--- config.mk ---
export PLATFORM = sky130hd
export DESIGN_NAME = pc_fetch_gen
export DESIGN_NICKNAME = d
export VERILOG_FILES = /design/src/rtl/pc_fetch_gen.sv
export SDC_FILE = /design/constraint.sdc
export NUM_CORES = 1
export LEC_CHECK = 0
export ABC_AREA = 1
export CELL_PAD_IN_SITES_DETAIL_PLACEMENT = 1
export CELL_PAD_IN_SITES_GLOBAL_PLACEMENT = 1
export CORE_MARGIN = 5
export CORE_UTILIZATION = 40
export CTS_CLUSTER_SIZE = 12
export DETAILED_ROUTE_END_ITERATION = 10
export GPL_ROUTABILITY_DRIVEN = 1
export HOLD_SLACK_MARGIN = 0.03
export PLACE_DENSITY_LB_ADDON = 0.15
export SLEW_MARGIN = 40
export SYNTH_ARGS = -nofsm -noshare
export SYNTH_HDL_FRONTEND = slang
export SYNTH_SLANG_ARGS = --single-unit
--- constraint.sdc ---
create_clock -name clk_in -period 3.84 [get_ports clk_in]
set_input_delay 0.768 -clock clk_in [delete_from_list [all_inputs] [get_ports clk_in]]
set_output_delay 0.768 -clock clk_in [all_outputs]
set_load 0.05 [all_outputs]
--- src/rtl/pc_fetch_gen.sv ---
// Program counter and fetch-request generator: issues in-order fetches under a shared
// credit limit, tags in-flight requests with kill bits, and buffers returned instructions for decode.
module pc_fetch_gen #(
  parameter int                    ADDR_WIDTH      = 32,
  parameter logic [ADDR_WIDTH-1:0] RESET_VECTOR    = '0,
  parameter int                    INC             = 4,
  parameter int                    MAX_OUTSTANDING = 2
) (
  input  logic                  clk_in,
  input  logic                  rst_in,
  input  logic                  rdy_in,
  input  logic                  stall_in,
  input  logic                  redirect_valid_in,
  input  logic [ADDR_WIDTH-1:0] redirect_addr_in,
  output logic                  req_valid_out,
  output logic [ADDR_WIDTH-1:0] req_addr_out,
  input  logic                  req_ready_in,
  input  logic                  resp_valid_in,
  input  logic [31:0]           resp_inst_in,
  output logic                  inst_valid_out,
  output logic [31:0]           inst_out,
  output logic [ADDR_WIDTH-1:0] inst_pc_out,
  output logic [ADDR_WIDTH-1:0] pc_out
);

  localparam int PTR_W = (MAX_OUTSTANDING > 1) ? $clog2(MAX_OUTSTANDING) : 1;
  localparam int CNT_W = $clog2(MAX_OUTSTANDING) + 1;
  localparam logic [ADDR_WIDTH-1:0] INC_A      = ADDR_WIDTH'(INC);
  localparam logic [ADDR_WIDTH-1:0] ALIGN_MASK = ~(ADDR_WIDTH'(INC - 1));
  localparam logic [CNT_W:0]        CAP        = (CNT_W + 1)'(MAX_OUTSTANDING);

  logic [ADDR_WIDTH-1:0]      pc;
  logic [ADDR_WIDTH-1:0]      if_pc [MAX_OUTSTANDING];
  logic [MAX_OUTSTANDING-1:0] if_kill;
  logic [PTR_W-1:0]           if_rd, if_wr;
  logic [CNT_W-1:0]           if_cnt;
  logic [31:0]                buf_inst [MAX_OUTSTANDING];
  logic [ADDR_WIDTH-1:0]      buf_pc [MAX_OUTSTANDING];
  logic [PTR_W-1:0]           buf_rd, buf_wr;
  logic [CNT_W-1:0]           buf_cnt;

  logic [CNT_W:0] occupancy;
  logic           handshake;
  logic           resp_take;
  logic           buf_push;
  logic           dec_pop;

  function automatic logic [PTR_W-1:0] ptr_inc(input logic [PTR_W-1:0] p);
    if (p == PTR_W'(MAX_OUTSTANDING - 1)) begin
      ptr_inc = '0;
    end else begin
      ptr_inc = p + PTR_W'(1);
    end
  endfunction

  // Credits cover both in-flight fetches and buffered instructions, so the buffer cannot overflow.
  always_comb begin
    occupancy     = {1'b0, if_cnt} + {1'b0, buf_cnt};
    req_valid_out = rdy_in & ~redirect_valid_in & (occupancy < CAP);
    handshake     = req_valid_out & req_ready_in;
    resp_take     = rdy_in & resp_valid_in & (if_cnt != '0);
    buf_push      = resp_take & ~if_kill[if_rd] & ~redirect_valid_in;
    dec_pop       = rdy_in & ~redirect_valid_in & (buf_cnt != '0) & ~stall_in;
  end

  assign req_addr_out   = pc;
  assign pc_out         = pc;
  assign inst_valid_out = (buf_cnt != '0);
  assign inst_out       = buf_inst[buf_rd];
  assign inst_pc_out    = buf_pc[buf_rd];

  // PC, in-flight tag queue and instruction buffer; rdy_in low holds everything.
  always_ff @(posedge clk_in) begin
    if (rst_in) begin
      pc      <= RESET_VECTOR;
      if_kill <= '0;
      if_rd   <= '0;
      if_wr   <= '0;
      if_cnt  <= '0;
      buf_rd  <= '0;
      buf_wr  <= '0;
      buf_cnt <= '0;
      for (int i = 0; i < MAX_OUTSTANDING; i++) begin
        if_pc[i]    <= '0;
        buf_inst[i] <= '0;
        buf_pc[i]   <= '0;
      end
    end else if (rdy_in) begin
      if (redirect_valid_in) begin
        pc <= redirect_addr_in & ALIGN_MASK;
      end else if (handshake) begin
        pc <= pc + INC_A;
      end

      if (handshake) begin
        if_pc[if_wr] <= pc;
        if_wr        <= ptr_inc(if_wr);
      end
      if (resp_take) begin
        if_rd <= ptr_inc(if_rd);
      end
      if_cnt <= if_cnt + CNT_W'(handshake) - CNT_W'(resp_take);

      // A request never issues in a redirect cycle, so the two writes cannot collide.
      if (redirect_valid_in) begin
        if_kill <= '1;
      end else if (handshake) begin
        if_kill[if_wr] <= 1'b0;
      end

      if (redirect_valid_in) begin
        buf_rd  <= '0;
        buf_wr  <= '0;
        buf_cnt <= '0;
      end else begin
        if (buf_push) begin
          buf_inst[buf_wr] <= resp_inst_in;
          buf_pc[buf_wr]   <= if_pc[if_rd];
          buf_wr           <= ptr_inc(buf_wr);
        end
        if (dec_pop) begin
          buf_rd <= ptr_inc(buf_rd);
        end
        buf_cnt <= buf_cnt + CNT_W'(buf_push) - CNT_W'(dec_pop);
      end
    end
  end

endmodule

==> run_1/power_grid.png <==
Scale: 3 px per um. Pins as bars on the die edge. Tap cells in grey.
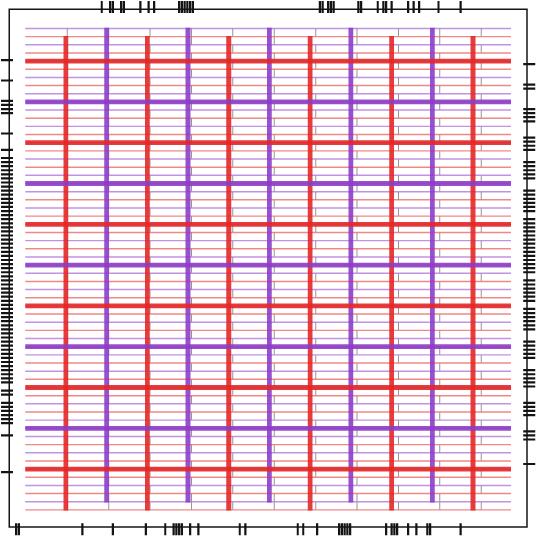
VSS -> red
VDD -> purple
tap cells = 335
met1 rails = 60
rows = 59
met5 straps = 11
Max VDD drop: 0.000363 V
Die Height: 172 um

==> run_1/placement_by_type.png <==
Scale: 3 px per um. Fill, decap, tap and diode cells in grey.
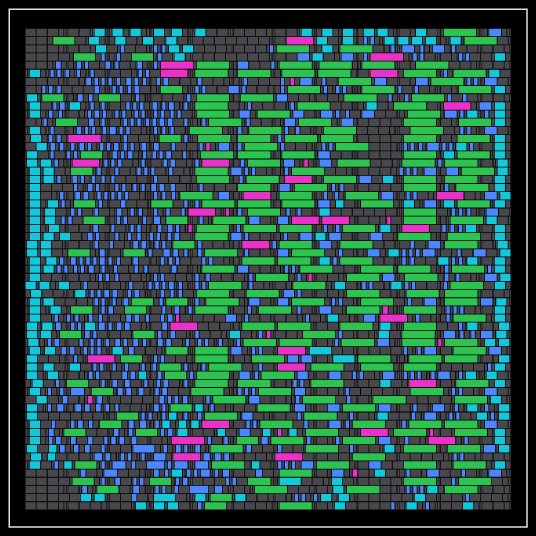
flops -> green  # cells 226
other buffers and delay cells -> cyan  # cells 209
clock drivers and dummy loads -> magenta  # cells 44
combinational and other logic -> blue  # cells 733
Seq/total area: 47.6%
Util after Layout: 51.5%
post-route cell area: 13400 sq um

==> run_1/clk_routes.png <==
Scale: 2 px per um.
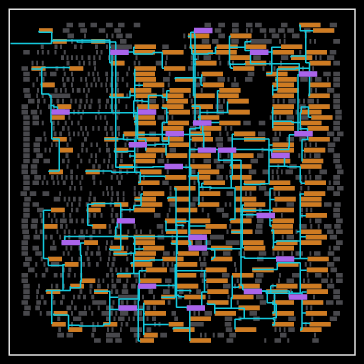
clock wires -> cyan  # length 2870 um
flip-flops -> orange  # count 226
clock drivers -> purple  # count 25
flops lie = widely spread
routed clock nets = 26
Clock power frac: 40.6%
clk pwr: 2.38 mW
Max Clock Skew: 9.59 ps
latest clock arrival within the worst-skew pair: 510 ps

==> out/results.ini, run 1 <==
[synthesis]
synth_top_area_share_pct=52.6
ys_cells=1037
yosys_warnings=0
synth.logic.top_family=simple AND/OR/NAND/NOR gates
yosysSeqAreaShare_pct=60.6
xor_area_share_pct=0.0834
topCellsByArea=edfxtp_1, nor2_1, dfxtp_1
simple_gate_area_share_pct=17.4
fa_ha_area_share_pct=0.786
syn-cell-area_sq_um=10500
synth_flops=226
postSynthCellCount=1037
synth_area_leader_cell=edfxtp_1
synth.area.mux_share_pct=9.50
yosysChipArea_sq_um=10500

[pwr]
pwr-share-comb_pct=11.8
p_sw_share_pct=24.3
internal_power_mw=4.44
p_per_area_nw_per_um2=438

[global_routing]
grt_max_degree=64
overflow=0
grt_pass1_wl_um=41700
met2_usage_pct=29.3
grtUsageMet1_pct=24.6
grt_pass1_vias=8015
met3_usage_pct=2.81

[setup_path]
worstSetupStartpointType=register
path_cells=buf_12, mux2_2, clkdlybuf4s50_1
crit_arrival_ps=2340
crit_required_ps=3070
path_class=register to output port
crit_buf_inv=2
slowest_stage=clkdlybuf4s50_1
crit_path_end_kind=output port

[finish]
mostFrequentLayoutCells=nor2_1, clkdlybuf4s50_1, edfxtp_1
area_growth_pct=27.3
antenna_cells=0
lay_top_count=nor2_1

[routing]
drcViolationCount=0
ant_nets=0
drtIter0Drc=353
wl_um=26500
firstDrtPassIters=5
viasPerCell=4.88

[floorplanning]
num_rows=59
die_w_um=172
core_area_sq_um=26000

[cts]
cts.path.max_buffers=3
cts_tree=done
holdBufCountCts=0
root_buffer=clkbuf_16
h-tree-depth=1
clk_pin_slew_ps=60
cts_resized=0
cts_setup_buffers=0

[final_timing]
slew_violations=0
final-setup-viol-count=0
layout_min_cycle_time_ps=3110
tightest_slew_ps=730
hold_viol=0
finalCritPeriodShare_pct=80.9
finalSetupTns_ps=0
rsz0062_at_grt=false

[placement]
routabilityCongestion=0.865
placed_area_sq_um=12600

[job]
tool_warnings=28

[worst_hold_path]
hold_path.class=register to register

[status]
status=completed

-- run 1: worst register-to-register path, delay by kind of cell (launching register included) --
family,cells,cell delay [ps]
and+or+nand+nor,3,430
adders and majority gates,3,910
AOI/OAI and AO/OA,4,500
buffers and inverters,2,110
DFF,1,390
-- run 1: stage by stage --
stage / power, mW / setup slack, ps / std cells / hold WS, ps
detailed placement: 3.54 / 701 / 1503 / 467
global route: 6.09 / 668 / 1547 / 512
CTS: 5.94 / 699 / 1547 / 476
global placement: 3.52 / 836 / 1503 / 455
floorplan: 3.28 / 514 / 1042 / 439
finish: 5.86 / 732 / 1547 / 471
-- run 1: sequential cells by signal, indices dropped and copies added (netlist names), named ones only --
register  cells
if_wr         1
if_cnt        2
buf_inst     64
buf_pc       60
pc_out       30
if_rd         1
buf_wr        1
buf_cnt       2
if_kill       2
if_pc        60
buf_rd        1
-- run 1: power groups by stage --
| stage | Sequential, mW | Combinational, mW | Clock (mW) |
|---|---|---|---|
| floorplan | 2.89 | 0.398 | 0 |
| global placement | 2.84 | 0.688 | 0 |
| detailed placement | 2.84 | 0.694 | 0 |
| CTS | 2.79 | 0.698 | 2.44 |
| global route | 2.80 | 0.737 | 2.55 |
| finish | 2.79 | 0.690 | 2.38 |
-- run 1: synth_stat cells --
| cell type | n |
|---|---|
| a21oi_1 | 39 |
| a21oi_4 | 1 |
| a31oi_1 | 2 |
| and2_1 | 1 |
| buf_1 | 1 |
| buf_2 | 16 |
| buf_4 | 36 |
| buf_6 | 2 |
| clkbuf_1 | 28 |
| conb_1 | 1 |
| dfxtp_1 | 42 |
| edfxtp_1 | 184 |
| fa_1 | 1 |
| ha_1 | 5 |
| inv_1 | 80 |
| inv_2 | 4 |
| mux2_2 | 62 |
| mux2i_1 | 30 |
| nand2_1 | 153 |
| nand3_1 | 34 |
| nand3_4 | 1 |
| nand4_1 | 3 |
| nor2_1 | 262 |
| nor2_2 | 1 |
| nor2_4 | 1 |
| nor3_1 | 4 |
| nor3b_1 | 1 |
| o21a_1 | 1 |
| o21ai_0 | 35 |
| o21ai_1 | 2 |
| o22ai_1 | 1 |
| or2_2 | 2 |
| xor2_1 | 1 |
-- run 1: area by class of cell --
class | instances | area, sq um
fillers | 2837 | 12600
clock inverters | 10 | 146
inverters | 84 | 315
flip-flops and latches | 226 | 6370
multi-input cells | 649 | 3370
repair buffers | 209 | 2100
clock buffers | 34 | 659
well taps | 335 | 419
-- run 1: layer usage --
metal  vias to the layer above  routed length, um  part of all wire [%]
met3                        34               1390                   5.3
met2                       204              12300                    46
li1                       3699                  -                     -
met1                      3613              12200                    46
met4                         0                542                   2.0
met5                         -                  0                     0
-- run 1: cells by family after synthesis --
kind of cell    count (synthesis)
flops                         226
xor+xnor                        1
mux                            92
compound gates                 81
buf+inv                       167
fa+ha+maj                       6
other cells                     1
simple gates                  463
-- run 1: final timing paths --
check,start,slack [ps],cells past startpoint,to
worst min register to register,if_kill[1],470,2,if_kill[1]
worst max-delay path,register,730,3,inst_pc_out[13]
worst min-delay path,if_kill[1],470,2,if_kill[1]
worst max register to register,buf_cnt[0],1450,12,if_cnt[1]
==> run_1/wires.png <==
Scale: 3 px per um.
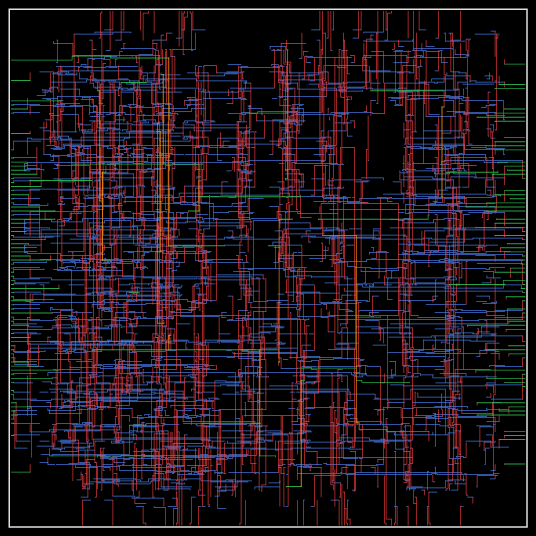

==> inputs of run 2 (changes only) <==
--- a/config.mk
+++ b/config.mk
@@ -9,7 +9,7 @@
 export CELL_PAD_IN_SITES_DETAIL_PLACEMENT = 1
 export CELL_PAD_IN_SITES_GLOBAL_PLACEMENT = 1
 export CORE_MARGIN = 5
-export CORE_UTILIZATION = 40
+export CORE_UTILIZATION = 36
 export CTS_CLUSTER_SIZE = 12
 export DETAILED_ROUTE_END_ITERATION = 10
 export GPL_ROUTABILITY_DRIVEN = 1
==> constraint.sdc (replaced) <==
create_clock -name clk_in -period 2.8 [get_ports clk_in]
set_input_delay 0.56 -clock clk_in [delete_from_list [all_inputs] [get_ports clk_in]]
set_output_delay 0.56 -clock clk_in [all_outputs]
set_load 0.05 [all_outputs]
==> run_2/wires.png <==
Scale: 2 px per um.
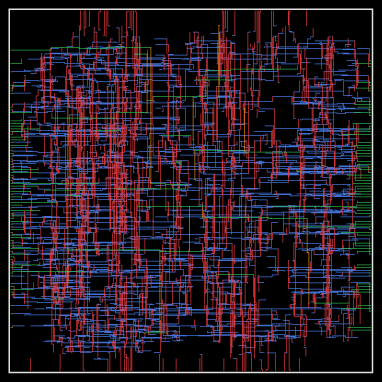
metal 4 -> orange  # wire length 410 um
metal 3 -> green  # wire length 1530 um
metal 2 -> red  # wire length 12400 um
metal 1 -> blue  # wire length 12800 um
gr usage total: 16.1%
via count: 7588
drt total wl: 27200 um

==> run_2/placement_by_type.png <==
Scale: 2 px per um. Fill, decap, tap and diode cells in grey.
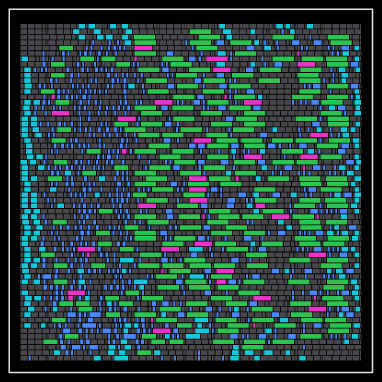
combinational and other logic -> blue  # cells 733
clock drivers and dummy loads -> magenta  # cells 43
other buffers and delay cells -> cyan  # cells 212
flops -> green  # cells 226
CORE AREA: 28800 sq um
Util after Layout: 46.4%

==> out/results.ini, run 2 <==
[cts]
h-tree-depth=1
cts_setup_buffers=0
cts_sinks=226
root_buffer=clkbuf_16
numCtsBuffers=25
clkLatencyLatePin_ps=500
cts.path.max_buffers=3
cts_tree=done
clk_pin_slew_ps=60

[global_routing]
grt_max_degree=64
grt_pass1_vias=7991
overflow=0
grtUsageMet1_pct=22.6
met3_usage_pct=2.96
antenna_found_initial=0
met2_usage_pct=26.3
grt_pass1_wl_um=43000
busiest_layer=met2

[synthesis]
async_reset_ff_share_pct=0
ff_type=edfxtp_1
top_cells_by_count=nor2_1, edfxtp_1, nand2_1, inv_1, mux2_2
compound_area_share_pct=4.02
yosys_warnings=0
synth_flops=226
yosysChipArea_sq_um=10500
edf_count=184
syn_avg_cell_area_sq_um=10.1
synth.logic.top_family=simple AND/OR/NAND/NOR gates
topCellsByArea=edfxtp_1, nor2_1, dfxtp_1
synth_top_area_share_pct=52.6
postSynthCellCount=1037
simple_gate_area_share_pct=17.4
synth_area_leader_cell=edfxtp_1
fa_ha_area_share_pct=0.786
yosysSeqAreaShare_pct=60.6
synth_cell_types=33
ys_cells=1037
syn-cell-area_sq_um=10500
top_cell=nor2_1
xor_area_share_pct=0.0834
synth.area.mux_share_pct=9.50

[job]
maxCapViolations=0
tool_warnings=28

[finish]
drive_gt1_share_pct=14.1
area_growth_pct=27.1
stdcell_area_sq_um=13400
reg_top3=buf_inst: 64 flops, buf_pc: 60 flops, if_pc: 60 flops
final_nets=1275
nFillCells=3169
largest_reg_flops=64
lay_top_count=nor2_1
seqCellArea_sq_um=6370
largest-register=buf_inst
antenna_cells=0
stdcell_count=1598
mostFrequentLayoutCells=nor2_1, edfxtp_1, nand2_1
logic_area_sq_um=3370

[floorplanning]
num_rows=62
die_w_um=181
ios=201
die_y_um=181
chip_area_sq_um=32700
fp_util_pct=36.5

[setup_path]
crit_arrival_ps=2170
crit_path_end_kind=output port
rr_worst_depth=12
worstSetupStartpointType=register
reg2reg_slack_ps=430
cp_max_fo=43
crit_end=inst_pc_out[8]
reg2reg_to=if_cnt[1]
crit_required_ps=2240
r2r_start=buf_cnt[0]
path_class=register to output port

[routing]
ant_nets=0
drtIter0Drc=358
firstDrtPassIters=6
wl_per_cell_um=17.0
drcViolationCount=0
viasPerCell=4.75

[pwr]
power.total_mw=7.81
peakVddDrop_v=0.000359
p_leak_nw=5.09
p_per_area_nw_per_um2=585

[final_timing]
skew_ps=11.4
hold_slack_ps=460
hold_viol=0
finalSetupTns_ps=0
worst_slack_ps=73.7
layout_min_cycle_time_ps=2730
clock.fmax_ghz=0.367
slew_violations=0
final-setup-viol-count=0
finalCritPeriodShare_pct=97.4
tightest_slew_ps=778
slew_headroom_pct=48.1
rsz0062_at_grt=false

[placement]
placed_area_sq_um=12600
routabilityCongestion=0.794
preCtsSetupSlack_ps=125
dpl.hpwl_um=18300
port_buffers=192
dp_cells=1555

[worst_hold_path]
hold_path.class=register to register

[status]
status=completed

## run 2: cell counts after synthesis
No cell type changed its count.
## run 2: power breakdown
group | total [mW] | internal (mW) | leakage [nW] | switching, mW
registers | 3.83 | 3.75 | 2.25 | 0.0729
logic | 0.944 | 0.322 | 2.48 | 0.621
clock network | 3.04 | 1.78 | 0.361 | 1.26
## run 2: how the worst min path moves through the flow
stage	cells past startpoint	slack (ps)	endpoint	from
after CTS	2	460	if_kill[1]	if_kill[1]
after floorplan	2	440	if_kill[1]	if_kill[1]
after global routing	2	480	if_kill[1]	if_kill[1]
final	2	460	if_kill[1]	if_kill[1]
after detailed placement	2	450	if_kill[1]	if_kill[1]
after global placement	2	450	if_kill[1]	if_kill[1]
## run 2: critical path: stages (launching register included)
cell	delay [ps]
dfxtp_2	340
buf_12	250
mux2_2	370
clkdlybuf4s50_1	700
## run 2: layout make-up
cell class	count	share of cell area [%]
repair buffers	212	15.5
clock inverters	8	0.506
multi-input cells	649	25.2
well taps	384	3.60
clock buffers	35	5.12
flip-flops and latches	226	47.7
inverters	84	2.36
## run 2: per-layer routing
layer | vias to the layer above | share of wire (%)
li1 | 3709 | -
met1 | 3649 | 47
met2 | 202 | 46
met3 | 28 | 5.6
met4 | 0 | 1.5
met5 | - | 0
## run 2: cell families after synthesis
logic type      after synthesis
simple gates                463
other cells                   1
mux                          92
buf+inv                     167
fa+ha+maj                     6
compound gates               81
flops                       226
xor+xnor                      1
## run 2: what timing repair did
item | 4_1_cts | 5_1_grt
resized | 13 | 7
hold buffers | 0 | 0
cloned | 0 | 0
endpoints found under the setup margin | 13 | 7
==> run_2/power_grid.png <==
Scale: 2 px per um. Pins as bars on the die edge. Tap cells in grey.
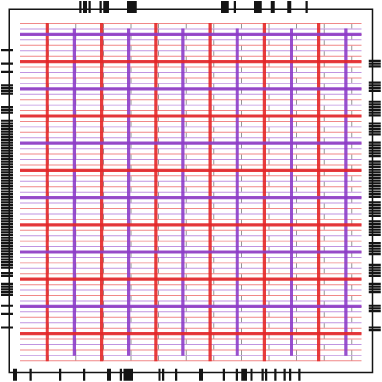

==> inputs of run 3 (changes only) <==
--- a/config.mk
+++ b/config.mk
@@ -9,12 +9,13 @@
 export CELL_PAD_IN_SITES_DETAIL_PLACEMENT = 1
 export CELL_PAD_IN_SITES_GLOBAL_PLACEMENT = 1
 export CORE_MARGIN = 5
-export CORE_UTILIZATION = 36
+export CORE_UTILIZATION = 30
 export CTS_CLUSTER_SIZE = 12
 export DETAILED_ROUTE_END_ITERATION = 10
 export GPL_ROUTABILITY_DRIVEN = 1
 export HOLD_SLACK_MARGIN = 0.03
-export PLACE_DENSITY_LB_ADDON = 0.15
+export PLACE_DENSITY = 0.74
+export SKIP_LAST_GASP = 1
 export SLEW_MARGIN = 40
 export SYNTH_ARGS = -nofsm -noshare
 export SYNTH_HDL_FRONTEND = slang
==> run_3/power_grid.png <==
Scale: 2 px per um. Pins as bars on the die edge. Tap cells in grey.
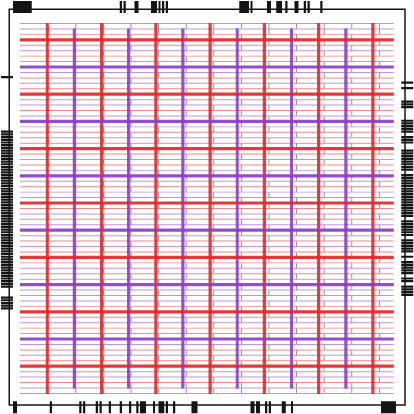
Max VDD drop: 0.000355 V
Die X: 197 um
Die Height: 197 um

==> out/results.ini, run 3 <==
[status]
status=completed

[synthesis]
simple_gate_area_share_pct=17.4
async_reset_ff_share_pct=0
syn_avg_cell_area_sq_um=10.1
yosysChipArea_sq_um=10500
topCellsByArea=edfxtp_1, nor2_1, dfxtp_1
synth.logic.top_family=simple AND/OR/NAND/NOR gates
synth_flops=226
syn-cell-area_sq_um=10500
synth.area.mux_share_pct=9.50
ys_cells=1037
synth_area_leader_cell=edfxtp_1
ff_type=edfxtp_1
top_cells_by_count=nor2_1, edfxtp_1, nand2_1, inv_1, mux2_2
edf_count=184
fa_ha_area_share_pct=0.786
top_cell=nor2_1
synth_top_area_share_pct=52.6
yosysSeqAreaShare_pct=60.6
compound_area_share_pct=4.02
postSynthCellCount=1037
xor_area_share_pct=0.0834
synth_cell_types=33
yosys_warnings=0

[final_timing]
final-setup-viol-count=0
rsz0062_at_grt=false
layout_min_cycle_time_ps=2700
slew_violations=0
finalCritPeriodShare_pct=96.5
skew_ps=21.5
finalSetupTns_ps=0
slew_headroom_pct=48.4
hold_viol=0
hold_slack_ps=476
clock.fmax_ghz=0.370
tightest_slew_ps=773

[finish]
reg_top3=buf_inst: 64 flops, buf_pc: 60 flops, if_pc: 60 flops
antenna_cells=0
drive_gt1_share_pct=14.6
largest_reg_flops=64
lay_top_count=nor2_1
final_nets=1277
stdcell_count=1670
mostFrequentLayoutCells=nor2_1, edfxtp_1, nand2_1
largest-register=buf_inst
area_growth_pct=28.8

[setup_path]
path_cells=mux2_2, clkdlybuf4s50_1
crit_required_ps=2240
crit_arrival_ps=2140
reg2reg_to=if_cnt[1]
cpPeakStageDelay_ps=700
reg2reg_slack_ps=440
rr_worst_depth=12
slowest_stage=clkdlybuf4s50_1
path_class=register to output port
crit_buf_inv=1
r2r_start=buf_cnt[0]
cp_max_fo=14
worstSetupStartpointType=register
crit_path_end_kind=output port
path_delay_family=buffers and inverters

[routing]
wl_per_cell_um=16.8
wl_um=28100
firstDrtPassIters=5
viasPerCell=4.56
drtIter0Drc=297
ant_nets=0
vias=7607
drcViolationCount=0

[pwr]
p_leak_nw=5.04
p_per_area_nw_per_um2=596
power.total_mw=8.07

[cts]
numCtsBuffers=26
cts_tree=done
h-tree-depth=1
root_buffer=clkbuf_16
clkLatencyLatePin_ps=530
cts.path.max_buffers=3
holdBufCountCts=0
cts_sinks=226
clk_pin_slew_ps=60

[floorplanning]
core_area_sq_um=34500
fp_util_pct=30.4
chip_area_sq_um=38900
ios=201
num_rows=68

[global_routing]
overflow=0
grt_pass1_vias=8063
grt_pass1_wl_um=44200
antenna_found_initial=0
grt_max_degree=64

[placement]
dp_cells=1626
dpl.hpwl_um=19400
routabilityCongestion=0.802
port_buffers=192

[worst_hold_path]
hold_end=if_kill[0]
hold_start=if_kill[0]
hold-path-cell-count=2
hold_path.class=register to register

[job]
tool_warnings=28
maxCapViolations=0

==> run_3/congestion.png <==
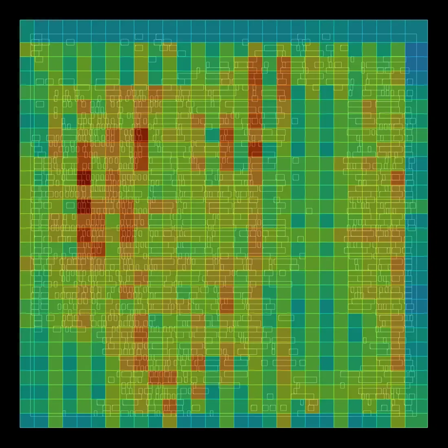
global routing usage on met1: 19.1%
met3 usage in global routing: 3.10%
gr usage total: 14.2%
Util after Layout: 39.2%

==> run 3: worst max path at each step <==
| stage | startpoint | endpoint | slack (ps) | depth (start not counted) |
|---|---|---|---|---|
| after floorplan | buf_cnt[0] | if_pc[1][10] | 180 | 9 |
| after global routing | register | inst_out[18] | 20 | 2 |
| final | register | inst_out[12] | 100 | 2 |
| after detailed placement | rdy_in | buf_cnt[1] | 90 | 11 |
| after global placement | rdy_in | buf_cnt[1] | 170 | 11 |
| after CTS | register | inst_out[10] | 50 | 2 |
==> run 3: cells by family (layout without fill, tap and decap cells) <==
| group | Yosys count | in the layout |
|---|---|---|
| XOR/XNOR | 1 | 1 |
| multiplexers | 92 | 92 |
| flip-flops | 226 | 226 |
| AND/OR/NAND/NOR | 463 | 463 |
| AND-OR/OR-AND | 81 | 81 |
| buffers and inverters | 167 | 340 |
| adder cells (fa/ha/maj) | 6 | 6 |
| other | 1 | 6 |
==> run 3: report_power, final <==
part	leakage, nW	internal, mW	switching (mW)	total [mW]
Combinational	2.39	0.328	0.625	0.952
Clock	0.403	2.01	1.29	3.29
Sequential	2.25	3.75	0.0730	3.83
==> run 3: worst register-to-register path, cell delays in order, from the launching register on <==
cell and delay [ps]:
dfxtp_1 390, nand2_1 70, inv_1 70, fa_1 420, nor2_1 200, nand3_4 140
ha_1 300, inv_1 40, ha_1 180, a21oi_1 140, o21a_1 150, o21ai_0 70
a21oi_1 120
==> run 3: final cells by class <==
| cell class | count | area [sq um] |
|---|---|---|
| fillers | 3878 | 21000 |
| flip-flops and latches | 226 | 6370 |
| multi-input cells | 649 | 3370 |
| repair buffers | 213 | 2090 |
| clock buffers | 31 | 691 |
| well taps | 455 | 569 |
| inverters | 84 | 315 |
| clock inverters | 12 | 129 |
==> run 3: layer usage <==
layer	track usage (%)	share of wire (%)
met4	3.06	2.0
met5	0	0
met1	19.1	45
met3	3.10	6.5
met2	23.7	46
==> run 3: per-stage QoR <==
step           instance area, sq um  setup WS (ps)
2_1_floorplan                 10500            184
3_3_place_gp                  12700            169
3_5_place_dp                  12700           87.6
4_1_cts                       13500           48.1
5_1_grt                       13500           16.9
6_report                      13500           97.7
==> run 3: repair_timing <==
item                       in CTS  in global routing
resized                         4                  0
setup buffers                   1                  0
setup endpoints to repair      17                  0
No activity file was given, so power comes from the tool's default toggle rates.
